$ cat config.mk
export PLATFORM = sky130hd
export DESIGN_NAME = mem_access_unit
export DESIGN_NICKNAME = d
export VERILOG_FILES = /design/src/rtl/mem_access_unit.sv
export SDC_FILE = /design/constraint.sdc
export NUM_CORES = 1
export LEC_CHECK = 0
export ABC_CLOCK_PERIOD_IN_PS = 2200
export CORE_ASPECT_RATIO = 1.2
export CORE_MARGIN = 2
export CORE_UTILIZATION = 46
export CTS_CLUSTER_SIZE = 28
export DETAILED_ROUTE_END_ITERATION = 12
export GPL_ROUTABILITY_DRIVEN = 0
export PLACE_DENSITY_LB_ADDON = 0.2
export SYNTH_ARGS = -nofsm -noshare
export SYNTH_HDL_FRONTEND = slang
export SYNTH_SLANG_ARGS = --single-unit
$ cat constraint.sdc
create_clock -name clk -period 2.2 [get_ports clk]
set_input_delay 0.33 -clock clk [delete_from_list [all_inputs] [get_ports clk]]
set_output_delay 0.33 -clock clk [all_outputs]
set_load 0.1 [all_outputs]
$ cat src/rtl/mem_access_unit.sv
// Load/store front-end between the MEM stage and a single-port, 1-cycle-read block RAM.
// Sub-word stores are done as read-modify-write; loads are lane-aligned and sign/zero-extended.
//
// state | meaning
// IDLE  | ready for a request; errors are answered straight from here
// ISSUE | word index on the RAM; SW writes here, everything else reads
// WAIT  | RAM read data valid; loads build the result, SB/SH build the merged word
// MERGE | merged word written back for SB/SH
// RESP  | one-cycle response pulse

module mem_access_unit #(
   parameter int unsigned MEM_WORDS = 1024,
   parameter logic [31:0] BASE_ADDR = 32'h0000_0000
) (
   input  logic        clk,
   input  logic        rst,
   input  logic        req_valid,
   output logic        req_ready,
   input  logic        req_we,
   input  logic [2:0]  req_funct3,
   input  logic [31:0] req_addr,
   input  logic [31:0] req_wdata,
   output logic        resp_valid,
   output logic [31:0] resp_rdata,
   output logic        resp_err,
   output logic        mem_we,
   output logic [31:0] mem_addr,
   output logic [31:0] mem_di,
   input  logic [31:0] mem_dout
);

   typedef enum logic [2:0] {
      S_IDLE,
      S_ISSUE,
      S_WAIT,
      S_MERGE,
      S_RESP
   } state_t;

   localparam logic [2:0]  F3_B  = 3'b000;
   localparam logic [2:0]  F3_H  = 3'b001;
   localparam logic [2:0]  F3_W  = 3'b010;
   localparam logic [2:0]  F3_BU = 3'b100;
   localparam logic [2:0]  F3_HU = 3'b101;
   // byte-offset limit kept in 34 bits so large MEM_WORDS cannot overflow the compare
   localparam logic [33:0] LIMIT_BYTES = 34'(MEM_WORDS) << 2;

   state_t      state, state_next;

   logic        cap_we;
   logic [2:0]  cap_f3;
   logic [1:0]  cap_lane;
   logic [31:0] cap_idx;
   logic [31:0] cap_wdata;
   logic [31:0] merge_q;

   logic        accept;
   logic        funct3_bad;
   logic        misaligned;
   logic        out_of_range;
   logic        req_err;
   logic [31:0] req_off;

   logic [7:0]  lane_b;
   logic [15:0] lane_h;
   logic [31:0] load_val;
   logic [31:0] merged;
   logic [31:0] resp_rdata_next;
   logic        resp_err_next;

   assign req_ready = (state == S_IDLE) && !rst;
   assign accept    = req_valid && req_ready;

   always_comb begin
      funct3_bad = 1'b0;
      misaligned = 1'b0;
      if (req_we) begin
         funct3_bad = !(req_funct3 inside {F3_B, F3_H, F3_W});
      end else begin
         funct3_bad = !(req_funct3 inside {F3_B, F3_H, F3_W, F3_BU, F3_HU});
      end
      case (req_funct3[1:0])
         2'b01:   misaligned = req_addr[0];
         2'b10:   misaligned = |req_addr[1:0];
         default: misaligned = 1'b0;
      endcase
   end

   assign req_off      = req_addr - BASE_ADDR;
   assign out_of_range = (req_addr < BASE_ADDR) || ({2'b00, req_off} >= LIMIT_BYTES);
   assign req_err      = funct3_bad || misaligned || out_of_range;

   always_comb begin
      lane_b = 8'h00;
      case (cap_lane)
         2'd0: lane_b = mem_dout[7:0];
         2'd1: lane_b = mem_dout[15:8];
         2'd2: lane_b = mem_dout[23:16];
         2'd3: lane_b = mem_dout[31:24];
         default: lane_b = 8'h00;
      endcase
      lane_h = cap_lane[1] ? mem_dout[31:16] : mem_dout[15:0];

      load_val = 32'h0;
      case (cap_f3)
         F3_B:    load_val = {{24{lane_b[7]}}, lane_b};
         F3_H:    load_val = {{16{lane_h[15]}}, lane_h};
         F3_W:    load_val = mem_dout;
         F3_BU:   load_val = {24'h0, lane_b};
         F3_HU:   load_val = {16'h0, lane_h};
         default: load_val = 32'h0;
      endcase

      merged = mem_dout;
      if (cap_f3 == F3_B) begin
         case (cap_lane)
            2'd0: merged[7:0]   = cap_wdata[7:0];
            2'd1: merged[15:8]  = cap_wdata[7:0];
            2'd2: merged[23:16] = cap_wdata[7:0];
            2'd3: merged[31:24] = cap_wdata[7:0];
            default: merged = mem_dout;
         endcase
      end else if (cap_f3 == F3_H) begin
         if (cap_lane[1]) begin
            merged[31:16] = cap_wdata[15:0];
         end else begin
            merged[15:0] = cap_wdata[15:0];
         end
      end
   end

   always_comb begin
      state_next      = state;
      resp_rdata_next = 32'h0;
      resp_err_next   = 1'b0;
      mem_we          = 1'b0;
      mem_addr        = 32'h0;
      mem_di          = 32'h0;
      case (state)
         S_IDLE: begin
            if (accept) begin
               state_next    = req_err ? S_RESP : S_ISSUE;
               resp_err_next = req_err;
            end
         end
         S_ISSUE: begin
            mem_addr = cap_idx;
            if (cap_we && (cap_f3 == F3_W)) begin
               mem_we     = 1'b1;
               mem_di     = cap_wdata;
               state_next = S_RESP;
            end else begin
               state_next = S_WAIT;
            end
         end
         S_WAIT: begin
            mem_addr = cap_idx;
            if (cap_we) begin
               state_next = S_MERGE;
            end else begin
               resp_rdata_next = load_val;
               state_next      = S_RESP;
            end
         end
         S_MERGE: begin
            mem_we     = 1'b1;
            mem_addr   = cap_idx;
            mem_di     = merge_q;
            state_next = S_RESP;
         end
         S_RESP: begin
            state_next = S_IDLE;
         end
         default: begin
            state_next = S_IDLE;
         end
      endcase
      // reset wins immediately so an in-flight RMW never completes a partial write
      if (rst) begin
         mem_we   = 1'b0;
         mem_addr = 32'h0;
         mem_di   = 32'h0;
      end
   end

   always_ff @(posedge clk) begin
      if (rst) begin
         state      <= S_IDLE;
         resp_valid <= 1'b0;
         resp_rdata <= 32'h0;
         resp_err   <= 1'b0;
         cap_we     <= 1'b0;
         cap_f3     <= 3'b000;
         cap_lane   <= 2'b00;
         cap_idx    <= 32'h0;
         cap_wdata  <= 32'h0;
         merge_q    <= 32'h0;
      end else begin
         state      <= state_next;
         resp_valid <= (state_next == S_RESP);
         resp_rdata <= resp_rdata_next;
         resp_err   <= resp_err_next;
         if (accept) begin
            cap_we    <= req_we;
            cap_f3    <= req_funct3;
            cap_lane  <= req_addr[1:0];
            cap_idx   <= {2'b00, req_off[31:2]};
            cap_wdata <= req_wdata;
         end
         if (state == S_WAIT) begin
            merge_q <= merged;
         end
      end
   end

endmodule
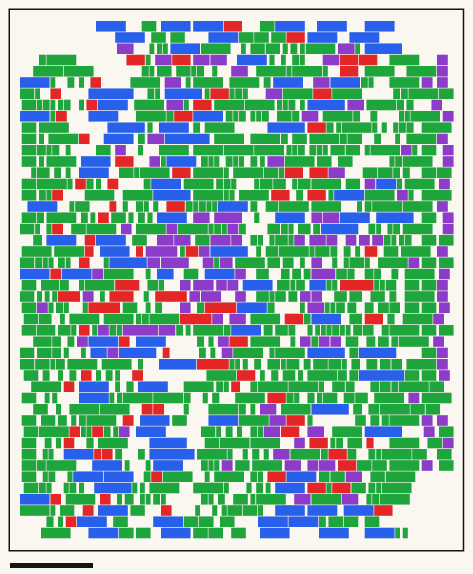
(run_1/sizing.png)
Bar = 20 µm.
x6 and larger: shown in blue, cells 96, share 9.7%. x2: shown in red, cells 82, share 8.3%. x1 and smaller: shown in green, cells 690, share 70%. x3 and x4: shown in purple, cells 117, share 12%.
nonclk buf count: 243
post-layout instance area: 10130 µm²
P&R area growth vs syn: 65.46%

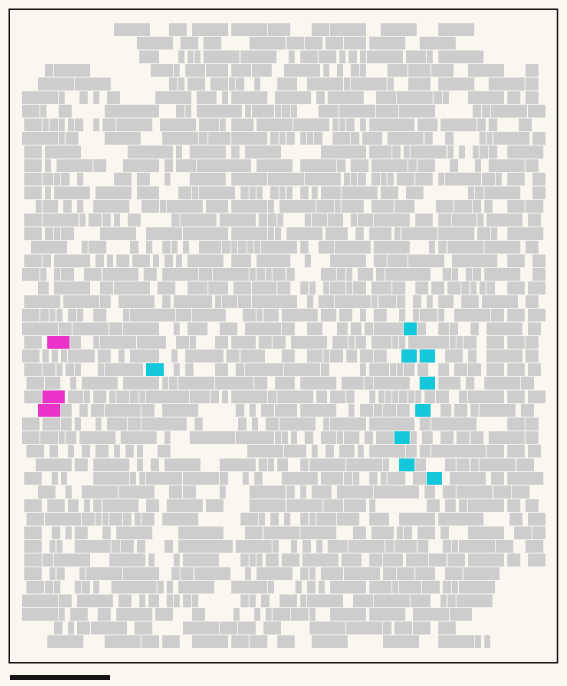
(run_1/gates.png)
Bar = 20 µm.
fa/ha/maj cells: shown in magenta, cells 3, most used ha_1. non-inverting ao/oa cells: shown in cyan, cells 9, most used o22a_1, where middle right.
most common cell after layout, fill and taps aside: nand2_1
Final Instance Count excl. Fillers: 1153

==> results_dict.tcl, run 1 <==
# yosys + openroad results
set metrics [dict create \
    outcome "finished with violations" \
    failed_checks "setup timing" \
    diodes 0 \
    met1_length_um 8281 \
    post_route_cells_drive_above_1_share_pct 29.95 \
    rows 46 \
    synth_cell_type_count 50 \
    synthXorXnorAreaFrac_pct 0 \
    detailedPlace.worstSlack_ps -100.1 \
    worstPathMaxFanout 8 \
    ctsLongestPathBuffers 2 \
    max_slew_violation_count 0 \
    worstPathRequired_ps 1870 \
    worst-endpoint-arrival_ps 1920 \
    final_layout_top_logic_cells "195 x nand2_1, 131 x dfxtp_1, 101 x clkdlybuf4s50_1" \
    root_buffer "clkbuf_16" \
    worst-setup-path-type "reg2out" \
    regArea_um2 2753 \
    most_popular_library_cell_in_the_synthesized_design_by_count "nand2_1" \
    dr_wl_met3_um 2065 \
    area.share.sequential_pct 27.16 \
    met2RoutedLength_um 10430 \
    crit_path_max_incr_delay_ps 340 \
    layout_worst_path_cycle_share_pct 102.4 \
    postLayoutSetupSlackWorst_ps -53.60 \
    die_area_um2 14260 \
    worstHoldPathType "in2reg" \
    routed_wl_um 21810 \
    netlist.area_leader.share_pct 44.78 \
    critical-path-top-cell-by-count "buf_12" \
    num_tap_cells 168 \
    vdd_drop_max_mv 0.5251 \
    yosys-top-cells-area "dfxtp_1 45%, nand2_1 12%, a21oi_1 8.1%, a22oi_1 4.8%, nor2_1 3.7%" \
    timing_worst_slew_pin_value_ps 639.8 \
    critical_path.startpoint_type "flip-flop" \
    final.setup_skew_ps 8.518 \
    wl_per_cell_um 18.92 \
    remaining_drc_errors 0 \
    period_needed_ps 2254 \
    report.final.hold_viol_count 0 \
    post_cts_hold_buffer_count 0 \
    clock.fmax_ghz 0.4437 \
    global_route.usage.met2_pct 50.76 \
    fill_cells 936 \
    r2r-start "cap_f3[0]" \
    synth_top_cell_by_area "dfxtp_1" \
    clock_sinks 137 \
    pwr_density_nw_per_um2 618.8 \
    clkSlewWorstSetupHoldPaths_ps 60 \
    cp_cell_sequence "nor3b_4 -> and4b_4 -> buf_6 -> buf_12 -> a22oi_2 -> nor2_4 -> buf_12" \
    synth.area.mux_share_pct 3.146 \
    hold_ws_ps 258.3 \
    detailedRoute.firstPassIterationCount 5 \
    grt_first_pass_wirelength_um 33880 \
    synthSimpleGateAreaFrac_pct 23.37 \
    cts_resized 53 \
    synth_async_sr_flop_share_pct 0 \
    vias_in_the_first_global_route 6413 \
    final_util_pct 77.22 \
    yosys-stat-area_um2 6125 \
    yosys.area_share.adder_pct 0.6129 \
    flop_cell "dfxtp_1" \
    maximum_number_of_pins_on_one_net_before_global_route_repair 60 \
    finalSetupTns_ps -709.9 \
    crit_path_end_kind "output pin" \
    n_all_inverters 5 \
    layout.nets 1079 \
    groute.layer.met3.usage_pct 9.474 \
    layout.buffer.nonclock.area_share_pct 29.28 \
    die_boundary_width_um 109.3 \
    edf_count 0 \
    ys_seq_share_pct 44.78 \
    place_inst 1114 \
    avgSynthCellArea_um2 7.954 \
    cts-buffers-inserted 17 \
    layout.area.comb_um2 3568 \
    drt-initial-drc-count 487 \
    detailedPlacementHpwl_um 14750 \
    synth_stat.cells 770 \
    rsz0062_at_grt "yes" \
    post_drt_via_cell_ratio 5.682 \
    initial_core_util_pct 46.67 \
    synthTopCellsByCount "196 x nand2_1, 137 x dfxtp_1, 99 x a21oi_1, 61 x nor2_1, 39 x a22oi_1" \
    power.total_mw 6.271 \
    critical_path_buf_inv_count 3 \
    final-setup-viol-count 23 \
    grtUsageTotal_pct 30.99 \
    worstSetupStartpoint "cap_f3[2]" \
    design.core.area_um2 13120 \
    worst_path_slowest_cell "dfxtp_2" \
    clock_cell_area_share_pct 6.087 \
    count_of_yosys_warnings_during_synthesis 0 \
    htreeDepth 4 \
    max_cap_viol_count 0 \
    routed.top_layer "met4" \
    worst_path_dominant_cell_family "simple AND/OR/NAND/NOR gates" \
    relSlewSlack_pct 57.34 \
    place.port_buffers 200 \
    ff_count 137 \
    dr_total_vias 6551 \
    placedInstanceArea_um2 9173 \
    grt-ovfl-total 0 \
    post_synthesis_instance_area_um2 6125 \
    grt_antenna_before_repair 0 \
    floorplan.io_pins 203 \
    tritoncts "yes" \
    ys_sh_aoi_pct 22.76 \
    gr-max-usage-layer "met2" \
    die_h_um 130.4 \
    detail-route-antenna-nets 0 \
]
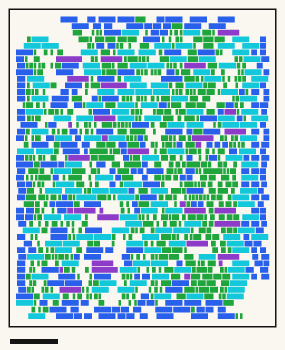
(run_1/class_map.png)
Bar = 20 µm.
sequential cells: shown in cyan, cells 137. remaining logic cells: shown in green, cells 574. clock drivers and dummy loads: shown in purple, cells 31. remaining buffers and delay cells: shown in blue, cells 243.

-- run 1: path summary, 6_finish.rpt --
check	slack, ps	cells after the start	to
hold / removal	260	2	cap_wdata[14]
setup / recovery	-50	7	mem_di[24]
setup reg to reg	160	5	resp_rdata[1]
hold reg to reg	450	2	cap_idx[21]
-- run 1: power by group --
part | internal, mW | switching, mW | total, mW
Sequential | 2.54 | 0.0537 | 2.60
Combinational | 0.310 | 0.371 | 0.681
Clock | 1.91 | 1.09 | 2.99
-- run 1: registers in the layout (all words and copies together), names as in the netlist --
signal / flops
resp_rdata: 32
cap_wdata: 32
resp_valid: 1
resp_err: 1
cap_f3: 3
cap_lane: 2
state: 3
merge_q: 32
cap_idx: 30
cap_we: 1
## Run 2: what changed since run 1
--- a/config.mk
+++ b/config.mk
@@ -13,6 +13,8 @@
 export DETAILED_ROUTE_END_ITERATION = 12
 export GPL_ROUTABILITY_DRIVEN = 0
 export PLACE_DENSITY_LB_ADDON = 0.2
+export SETUP_SLACK_MARGIN = 0.1
+export SLEW_MARGIN = 10
 export SYNTH_ARGS = -nofsm -noshare
 export SYNTH_HDL_FRONTEND = slang
 export SYNTH_SLANG_ARGS = --single-unit
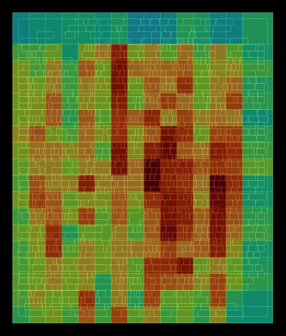
(run_2/congestion_map.png)
final standard cell utilization of the core: 75.61%
overall global routing resource usage: 28.25%
most congested layer reported by global routing: met2

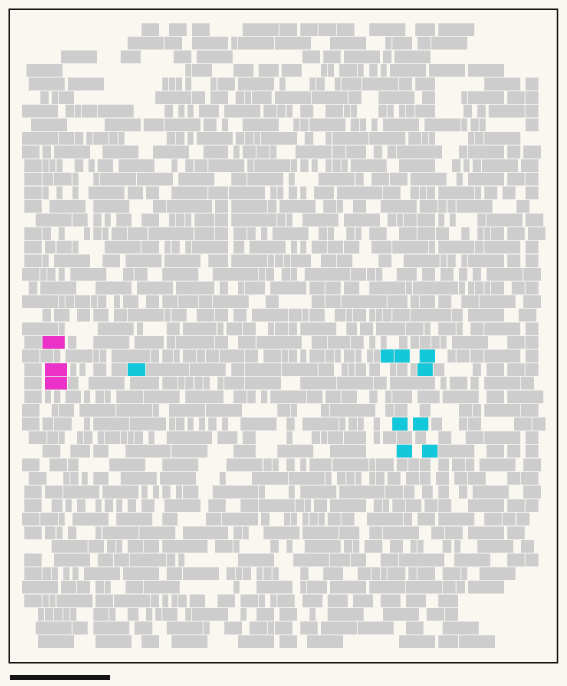
(run_2/gates.png)
Bar = 20 µm.
non-inverting ao/oa cells: shown in cyan, cells 9, most used o22a_1, where middle right. fa/ha/maj cells: shown in magenta, cells 3, most used ha_1.

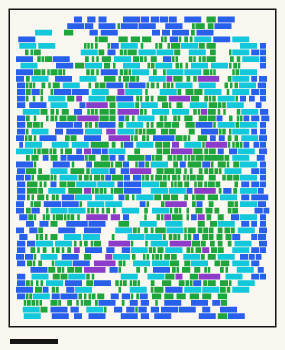
(run_2/class_map.png)
Bar = 20 µm.
clock drivers and dummy loads: shown in purple, cells 32. remaining logic cells: shown in green, cells 574. remaining buffers and delay cells: shown in blue, cells 238. sequential cells: shown in cyan, cells 137.

==> results_dict.tcl, run 2 <==
# yosys + openroad results
set metrics [dict create \
    outcome "finished with violations" \
    failed_checks "setup timing" \
    min_delay_path_depth 2 \
    synth_stat.cells 770 \
    worstPathMaxFanout 17 \
    worstHoldPathType "in2reg" \
    synth.area.mux_share_pct 3.146 \
    avgSynthCellArea_um2 7.954 \
    layout_worst_path_cycle_share_pct 103.6 \
    worst_path_slowest_cell "and4b_2" \
    nonclk_buf_count 238 \
    clock_cell_area_share_pct 5.612 \
    postLayoutSetupSlackWorst_ps -80.24 \
    post_layout_instance_area_um2 9922 \
    p_seq_mw 2.60 \
    report.final.hold_viol_count 0 \
    instances_no_fill 1149 \
    crit-reg2reg-capture "merge_q[24]" \
    regArea_um2 2750 \
    grt_first_pass_wirelength_um 31000 \
    die_h_um 130.4 \
    global_route.usage.met2_pct 46.88 \
    worst-r2r-cell-count 4 \
    edf_count 0 \
    combinationalPower_mw 0.670 \
    min_delay_worst_endpoint "cap_wdata[31]" \
    power_switching_mw 1.633 \
    root_buffer "clkbuf_16" \
    layout.nets 1074 \
    clock.fmax_ghz 0.4386 \
    r2r_setup_slack_ps 300 \
    period_needed_ps 2280 \
    dr_total_vias 6513 \
    clock_sinks 137 \
    groute.layer.met3.usage_pct 8.333 \
    yosys-top-cells-area "dfxtp_1 45%, nand2_1 12%, a21oi_1 8.1%, a22oi_1 4.8%, nor2_1 3.7%" \
    layout.cells.most_common "nand2_1" \
    layout.area.comb_um2 3457 \
    routed_wl_um 20860 \
    remaining_drc_errors 0 \
    worst_path_dominant_cell_family "simple AND/OR/NAND/NOR gates" \
    clkSlewWorstSetupHoldPaths_ps 60 \
    most_popular_library_cell_in_the_synthesized_design_by_count "nand2_1" \
    synth_top_cell_by_area "dfxtp_1" \
    tritoncts "yes" \
    netlist.area_leader.share_pct 44.78 \
    synthTopCellsByCount "196 x nand2_1, 137 x dfxtp_1, 99 x a21oi_1, 61 x nor2_1, 39 x a22oi_1" \
    htreeDepth 4 \
    detailedRoute.firstPassIterationCount 8 \
    wl_per_cell_um 18.15 \
    worst-endpoint-arrival_ps 1950 \
    intPower_mw 4.338 \
    ff_count 137 \
    cts-buffers-inserted 17 \
    place_inst 1111 \
    final-setup-viol-count 33 \
    flop_cell "dfxtp_1" \
    post_synthesis_instance_area_um2 6125 \
    worstSetupStartpoint "cap_f3[0]" \
    met2RoutedLength_um 10080 \
    pwr_density_nw_per_um2 601.8 \
    diodes 0 \
    count_of_yosys_warnings_during_synthesis 0 \
    critical-path-top-cell-by-count "buf_12" \
    yosys.area_share.adder_pct 0.6129 \
    relSlewSlack_pct 61.26 \
    fill_cells 957 \
    final.setup_skew_ps 9.709 \
    n_all_inverters 5 \
    worstPathRequired_ps 1870 \
    synth_cell_type_count 50 \
    finalSetupTns_ps -1496 \
    rows 46 \
    hold_ws_ps 217.2 \
    ys_sh_aoi_pct 22.76 \
    maximum_number_of_pins_on_one_net_before_global_route_repair 59 \
]
[run 2: cell count changes in the layout (fill, tap and decap cells not counted), moves of 4 or more]
cell / previous run / this run
and2_4: 1 / 30
a22oi_1: 7 / 36
and2_2: 31 / 1
clkinv_2: 4 / 0
a22oi_2: 32 / 3
buf_4: 68 / 63
bufinv_16: 4 / 0
inv_6: 0 / 8
[run 2: timing repair]
item                                    CTS  global route
buffers inserted                          0             2
endpoints found under the setup margin   63            63
gates cloned                              0             4
resized                                  11            43
pin swaps                                 0            20
[run 2: cell families after synthesis]
logic type / count (synthesis)
other: 1
muxes: 18
AOI/OAI and AO/OA: 224
adders and majority gates: 3
and+or+nand+nor: 322
DFF: 137
buffers and inverters: 65
No activity file was given, so power comes from the tool's default toggle rates.
